`config.mk`:
```
export PLATFORM = sky130hd
export DESIGN_NAME = dlfloat_div
export DESIGN_NICKNAME = d
export VERILOG_FILES = /design/src/rtl/dlfloat_div.sv
export SDC_FILE = /design/constraint.sdc
export NUM_CORES = 1
export LEC_CHECK = 0
export CAP_MARGIN = 20
export CORE_ASPECT_RATIO = 0.5
export CORE_MARGIN = 4
export CORE_UTILIZATION = 55
export DETAILED_ROUTE_END_ITERATION = 10
export PLACE_DENSITY = 0.91
export SLEW_MARGIN = 10
export SYNTH_ARGS = -nofsm -noshare
export SYNTH_HDL_FRONTEND = slang
export SYNTH_SLANG_ARGS = --single-unit
```
`constraint.sdc`:
```
create_clock -name clk -period 7.1 [get_ports clk]
set_input_delay 2.13 -clock clk [delete_from_list [all_inputs] [get_ports clk]]
set_output_delay 2.13 -clock clk [all_outputs]
set_load 0.1 [all_outputs]
```
`src/rtl/dlfloat_div.sv`:
```
// DLfloat16 sequential divider (1 sign / 6 exponent, bias 31 / 9 mantissa).
// The mantissa quotient comes from an 11-step restoring divider, one bit per clock.
// Normal operands finish 12 edges after acceptance; specials finish after 1.
module dlfloat_div (
  input  logic        clk,
  input  logic        rst,
  input  logic        start,
  input  logic [15:0] a,
  input  logic [15:0] b,
  output logic [15:0] c,
  output logic        done,
  output logic        busy
);

  typedef enum logic [1:0] {StIdle, StDiv, StNorm} state_e;

  state_e             state_q;
  logic [10:0]        rem_q;
  logic [9:0]         mb_q;
  logic [10:0]        quo_q;
  logic [3:0]         cnt_q;
  logic               sign_q;
  logic signed [7:0]  exp_q;
  logic               special_q;
  logic [15:0]        spec_res_q;

  logic               is_special;
  logic [15:0]        special_res;
  logic signed [7:0]  exp_in;
  logic               rem_ge;
  logic [10:0]        rem_sel;
  logic [10:0]        rem_next;
  logic signed [7:0]  exp_norm;
  logic [8:0]         mant_norm;
  logic [15:0]        norm_res;

  // Operand decode at the accepting edge: specials in priority order, biased exponent difference.
  always_comb begin
    is_special  = 1'b0;
    special_res = 16'h0000;
    if (a == 16'hFFFF || b == 16'hFFFF) begin
      is_special  = 1'b1;
      special_res = 16'hFFFF;
    end else if (b == 16'h0000) begin
      is_special  = 1'b1;
      special_res = 16'hFFFF;
    end else if (a == 16'h0000) begin
      is_special  = 1'b1;
      special_res = 16'h0000;
    end
    // Range is -32..94, so 8 signed bits cannot overflow.
    exp_in = $signed({2'b00, a[14:9]}) - $signed({2'b00, b[14:9]}) + 8'sd31;
  end

  // One restoring step; rem stays below 2*mb so the shift never drops a set bit.
  always_comb begin
    rem_ge   = (rem_q >= {1'b0, mb_q});
    rem_sel  = rem_ge ? (rem_q - {1'b0, mb_q}) : rem_q;
    rem_next = {rem_sel[9:0], 1'b0};
  end

  // Normalise the truncated quotient and clamp the exponent to the encodable range.
  always_comb begin
    if (quo_q[10]) begin
      exp_norm  = exp_q;
      mant_norm = quo_q[9:1];
    end else begin
      exp_norm  = exp_q - 8'sd1;
      mant_norm = quo_q[8:0];
    end
    if (exp_norm > 8'sd63) begin
      norm_res = 16'hFFFF;
    end else if (exp_norm < 8'sd0) begin
      norm_res = 16'h0000;
    end else begin
      norm_res = {sign_q, exp_norm[5:0], mant_norm};
    end
  end

  // Control FSM with registered c/done/busy; start is only honoured in StIdle.
  always_ff @(posedge clk) begin
    if (rst) begin
      state_q    <= StIdle;
      c          <= 16'h0000;
      done       <= 1'b0;
      busy       <= 1'b0;
      rem_q      <= '0;
      mb_q       <= '0;
      quo_q      <= '0;
      cnt_q      <= '0;
      sign_q     <= 1'b0;
      exp_q      <= '0;
      special_q  <= 1'b0;
      spec_res_q <= '0;
    end else begin
      done <= 1'b0;
      case (state_q)
        StIdle: begin
          if (start) begin
            busy       <= 1'b1;
            sign_q     <= a[15] ^ b[15];
            exp_q      <= exp_in;
            special_q  <= is_special;
            spec_res_q <= special_res;
            mb_q       <= {1'b1, b[8:0]};
            rem_q      <= {2'b01, a[8:0]};
            quo_q      <= '0;
            cnt_q      <= '0;
            state_q    <= is_special ? StNorm : StDiv;
          end
        end
        StDiv: begin
          rem_q <= rem_next;
          quo_q <= {quo_q[9:0], rem_ge};
          cnt_q <= cnt_q + 4'd1;
          if (cnt_q == 4'd10) begin
            state_q <= StNorm;
          end
        end
        StNorm: begin
          c       <= special_q ? spec_res_q : norm_res;
          done    <= 1'b1;
          busy    <= 1'b0;
          state_q <= StIdle;
        end
        default: state_q <= StIdle;
      endcase
    end
  end

endmodule

```
**Run 1: routed metal per tile**

Drawn at 4 px/um. The die is cut into 25 by 13 equal tiles; white is low, dark blue is high, scaled to the fullest tile. Values are wire area over tile area, all layers added.
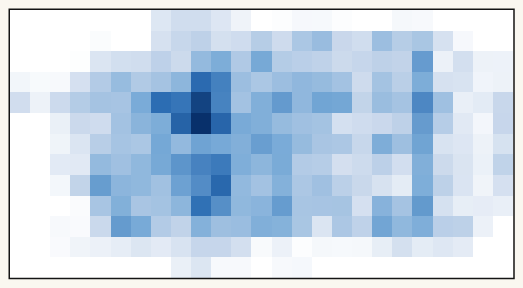
- nearly empty tiles: 20%
- mean over tiles: 0.17
- tiles over half the peak: 11%
- fullest tile: 0.70
Tot GR Track Use: 22.4%
DR WL/cell: 14.8 um
routed wire length: 9080 um
vias: 3566

**Run 1: clock network drawn from the DEF**

Drawn at 4 px/um.
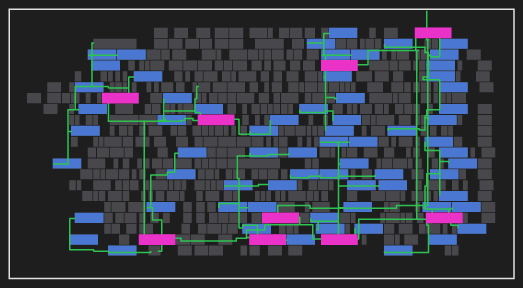
- flip-flops: blue (count 67)
- clock wires: green (length 842 um)
- clock drivers: magenta (count 9)
- flops lie: all over the die
Latency at later pin: 340 ps
clk_skew: 3.11 ps
Clock group: 480 uW
clock share of power: 36.1%

**Run 1: wires at chosen ports, followed through buffers**

Drawn at 4 px/um.
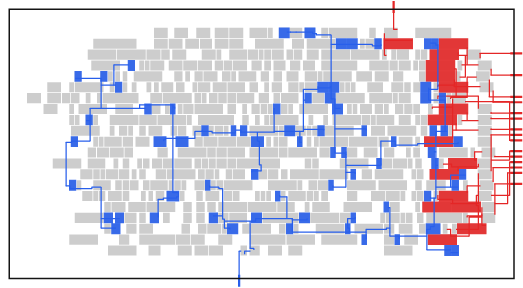
- `rst`: blue (direction input; end cells 70; buffers 2; wire 551 um)
- `c`: red (direction output; end cells 16; buffers 16; wire 337 um)
IO buf count: 52
IO Count: 53

run 1: layer usage:
layer	global-route usage, %	share of wire, %	up-vias
met3	6.16	4.4	27
met4	11.6	3.3	0
met5	0	0	-
li1	-	-	1783
met1	26.1	45	1651
met2	38.4	47	105
run 1: final cells by class:
type,instances,share of cell area (%)
multi-input combinational,360,48.5
sequential,67,28.6
timing repair buffer,56,11.6
clock buffer,10,5.09
tap,92,2.45
inverter,24,1.92
clock inverter,6,1.87
run 1: kinds of logic (layout without fill, tap and decap cells):
group | count (synthesis) | count (layout) | synth area share, %
xor+xnor | 20 | 20 | 4.78
simple gates | 190 | 190 | 24.7
flops | 67 | 67 | 35.1
compound gates | 111 | 111 | 18.1
buf+inv | 47 | 96 | 5.24
mux | 17 | 17 | 4.49
fa+ha+maj | 22 | 22 | 7.60
==> impl_metrics.ini, run 1 <==
; implementation run metrics
[outcome]
status = finished clean

[timing]
worst_slew_pin_slew_ps = 1010
fin_crit_sh_pct = 58.4
final-setup-viol-count = 0
fmax_mhz = 241

[yosys]
fp_nets = 531
ys_warn_count = 0
synth_area_leader_cell = dfxtp_1
ys_top_cells_by_count = 67 x dfxtp_1, 57 x nor2_1, 48 x a21oi_1
synth.distinct_cells = 53
postSynthAreaPerCell_um2 = 8.06
ys_async_sr_fraction_pct = 0

[worst_setup_path]
endpoint = exp_q[7]

[hold_path]
hold_start = mb_q[6]

[clock_network]
ctsResizeCount = 0
path_clk_slew_ps = 50

[die]
die_x_um = 126
fp-row-count = 21

[route]
detail-route-antenna-nets = 0
drtIter0Drc = 261

[cells_and_area]
nFillCells = 519
seqCellArea_mm2 = 0.00134
fin_area_mm2 = 0.00470

[global_route]
grt_first_pass_wirelength_um = 15100

[placement]
hpwl_um = 6380
**Run 1: congestion heat map**

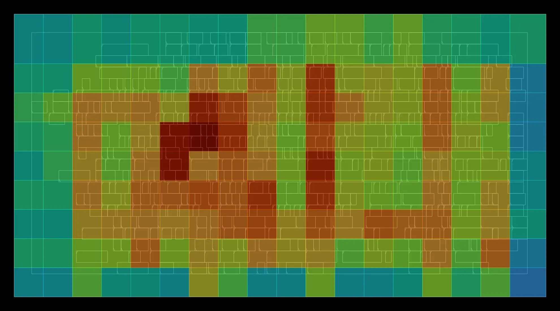

--- run 2 (diff from run 1) ---
==> constraint.sdc (replaced) <==
create_clock -name clk -period 4.31 [get_ports clk]
set_input_delay 1.293 -clock clk [delete_from_list [all_inputs] [get_ports clk]]
set_output_delay 1.293 -clock clk [all_outputs]
set_load 0.1 [all_outputs]
**Run 2: congestion heat map**

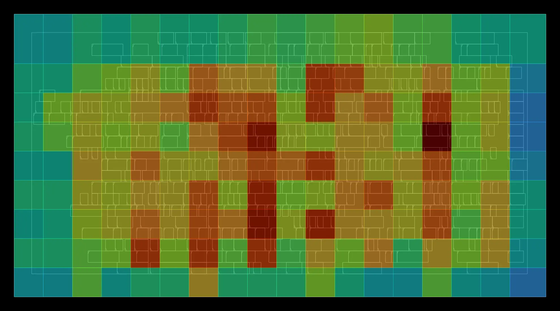
GR peak layer: met2
DR WL/cell: 14.6 um

==> run 2 against run 1 <==
Against the previous run:
- sequential share of layout area increased by 0.33 points
- sequential power rose by 65%
- critical endpoint unchanged
- die size did not move
- core utilization fell by 0.80 points
- clock skew up 1.5 ps
==> impl_metrics.ini, run 2 <==
; implementation run metrics
[outcome]
status = finished clean

[cells_and_area]
nFillCells = 537
inv_count = 24
seqCellArea_mm2 = 0.00134
nonClkBufAreaFrac_pct = 11.8
seq_share_pct = 28.9
final-clk-cell-share_pct = 5.88
fin_area_mm2 = 0.00464
n_clock_buffer = 12

[die]
taps = 92

[global_route]
met2_usage_pct = 38.4
grt_first_pass_wirelength_um = 15000

[yosys]
ys_top_cells_by_count = 67 x dfxtp_1, 57 x nor2_1, 48 x a21oi_1
synth_area_leader_cell = dfxtp_1
synth.distinct_cells = 53
postSynthAreaPerCell_um2 = 8.06
fp_nets = 531

[timing]
final-setup-viol-count = 0
finClkSkew_ps = 4.65
fmax_mhz = 297
worst_slew_pin_slew_ps = 1000

[route]
wirelength_um = 8990
wl_met1_um = 4030
highest_layer = met4
drtIter0Drc = 326

[clock_network]
path_clk_slew_ps = 60

[pwr]
p_clk_uw = 663

[hold_path]
hold_start = mb_q[3]
**Run 2: logic cells by family**

Drawn at 4 px/um.
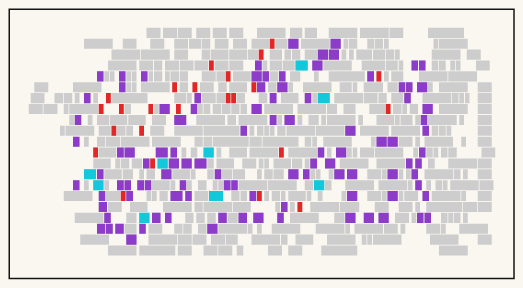
- inverting AOI/OAI gates: purple (cells 102)
- AND-OR and OR-AND gates: cyan (cells 9)
- inverters: red (cells 24)
Comb/total area: 49.1%
Post-Layout Cell Count: 615
most frequent logic cell in the layout: dfxtp_1

[run 2: cell counts after synthesis]
No cell type changed its count.
[run 2: worst max path at each step]
stage | from | endpoint | slack [ps]
after floorplan | a[9] | exp_q[7] | 1340
after global placement | a[9] | exp_q[7] | 720
after detailed placement | a[9] | exp_q[7] | 630
after CTS | a[9] | exp_q[5] | 940
after global routing | a[9] | exp_q[5] | 800
final | a[9] | exp_q[7] | 940
[run 2: logic make-up after synthesis]
kind of cell             share of synthesized area (%)
multiplexers                                      4.49
flip-flops                                        35.1
AND-OR/OR-AND                                     18.1
adder cells (fa/ha/maj)                           7.60
AND/OR/NAND/NOR                                   24.7
buffers and inverters                             5.24
XOR/XNOR                                          4.78
**Run 2: wires at chosen ports, followed through buffers**

Drawn at 4 px/um.
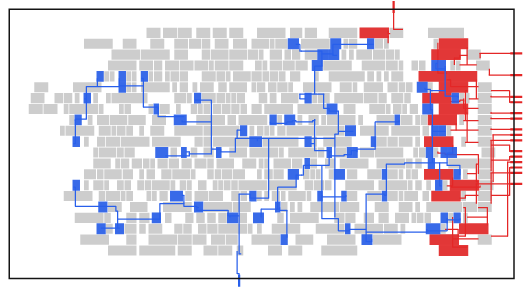

--- run 3 (diff from run 2) ---
--- a/config.mk
+++ b/config.mk
@@ -8,9 +8,9 @@
 export CAP_MARGIN = 20
 export CORE_ASPECT_RATIO = 0.5
 export CORE_MARGIN = 4
-export CORE_UTILIZATION = 55
+export CORE_UTILIZATION = 50
 export DETAILED_ROUTE_END_ITERATION = 10
-export PLACE_DENSITY = 0.91
+export PLACE_DENSITY = 0.88
 export SLEW_MARGIN = 10
 export SYNTH_ARGS = -nofsm -noshare
 export SYNTH_HDL_FRONTEND = slang
==> constraint.sdc (replaced) <==
create_clock -name clk -period 2.95 [get_ports clk]
set_input_delay 0.885 -clock clk [delete_from_list [all_inputs] [get_ports clk]]
set_output_delay 0.885 -clock clk [all_outputs]
set_load 0.1 [all_outputs]
**Run 3: wires at chosen ports, followed through buffers**

Drawn at 4 px/um.
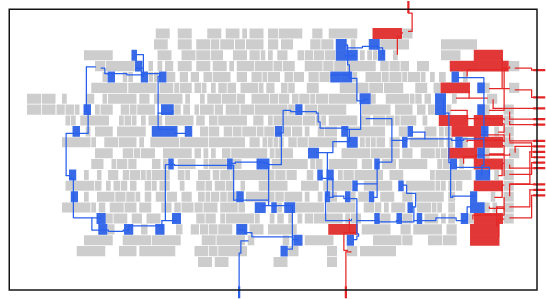
- `c`: red (direction output; end cells 16; buffers 16; wire 315 um)
- `rst`: blue (direction input; end cells 70; buffers 4; wire 606 um)

**Run 3: clock network drawn from the DEF**

Drawn at 4 px/um.
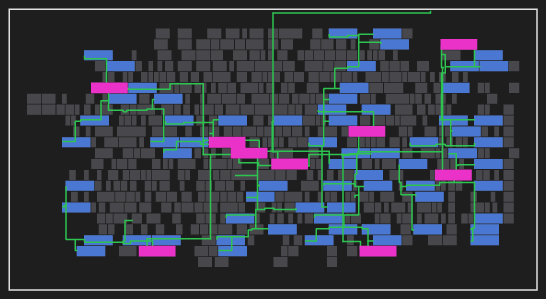
- clock wires: green (length 902 um)
- clock drivers: magenta (count 9)
- flip-flops: blue (count 67)
- routed clock nets: 10
- flops lie: all over the die
Clock group: 1.07 mW
clock share of power: 33.9%
clk_skew: 5.52 ps

==> run 3 against run 2 <==
Against the previous run:
- combinational power increased by 53%
- total power increased by 53%
- non-clock buffer count increased by 19
- synthesized cell count unchanged
- first-iteration DRC count decreased by 7.7%
==> impl_metrics.ini, run 3 <==
; implementation run metrics
[cells_and_area]
nFillCells = 638
n_clock_buffer = 12
fin_area_mm2 = 0.00478
inv_count = 24
lay_top_count = dfxtp_1
seqCellArea_mm2 = 0.00134
stdcell_count = 638
seq_share_pct = 28.0
comb_area_share_pct = 47.9
nonClkBufAreaFrac_pct = 13.4

[placement]
hpwl_um = 6830
placed_cell_area_mm2 = 0.00447

[die]
taps = 96
die-area_mm2 = 0.00918

[worst_setup_path]
crit_fanout = 3
r2r_cells = 10
worstReg2RegEnd = rem_q[4]

[clock_network]
path_clk_slew_ps = 60
htreeDepth = 3

[yosys]
ys_sh_mux_pct = 4.49
ys_sh_simple_pct = 24.7
postSynthAreaPerCell_um2 = 8.06
synth-adder-area-share_pct = 7.60
aoi_share_pct = 18.1
synth.distinct_cells = 53
xor_area_share_pct = 4.78
synth_seq_share_pct = 35.1
ys_top_cells_by_count = 67 x dfxtp_1, 57 x nor2_1, 48 x a21oi_1
ys_top_logic_family = simple AND/OR/NAND/NOR gates
synth_area_leader_cell = dfxtp_1
fp_nets = 531
topCellsByArea = dfxtp_1 35%, ha_1 6.6%, a21oi_1 6.3%

[timing]
fin_crit_sh_pct = 95.9
worst_slew_pin_slew_ps = 670
final-setup-viol-count = 0
slew_violations = 0
fmax_mhz = 354
rsz0062_at_grt = yes

[hold_path]
hold_start = mb_q[5]

[outcome]
status = finished clean

[route]
drt_pass1_iterations = 5
wirelength_um = 9480
drtIter0Drc = 301
wl_per_cell_um = 14.9
detail-route-antenna-nets = 0

[pwr]
seqPwrFrac_pct = 32.7

[global_route]
grt_first_pass_wirelength_um = 15800
## run 3: critical path, delay by kind of cell
kind	cells	cell delay, ps
buffers and inverters	2	530
AND-OR/OR-AND	3	530
adder cells (fa/ha/maj)	2	590
XOR/XNOR	1	150
AND/OR/NAND/NOR	3	410
## run 3: how the worst max path moves through the flow
stage | slack [ps] | start | cells after the start | to
finish | 120 | a[9] | 11 | exp_q[7]
global route | -40 | a[9] | 12 | exp_q[6]
CTS | 100 | a[9] | 11 | exp_q[7]
detailed placement | -250 | a[9] | 11 | exp_q[7]
global placement | -170 | a[9] | 11 | exp_q[7]
floorplan | 380 | a[9] | 10 | exp_q[7]
## run 3: layer usage
metal | routed length (um) | global-route usage, %
met3 | 544 | 5.22
met4 | 131 | 6.75
met1 | 4140 | 25.1
met2 | 4670 | 37.3
met5 | 0 | 0
No activity file was given, so power comes from the tool's default toggle rates.
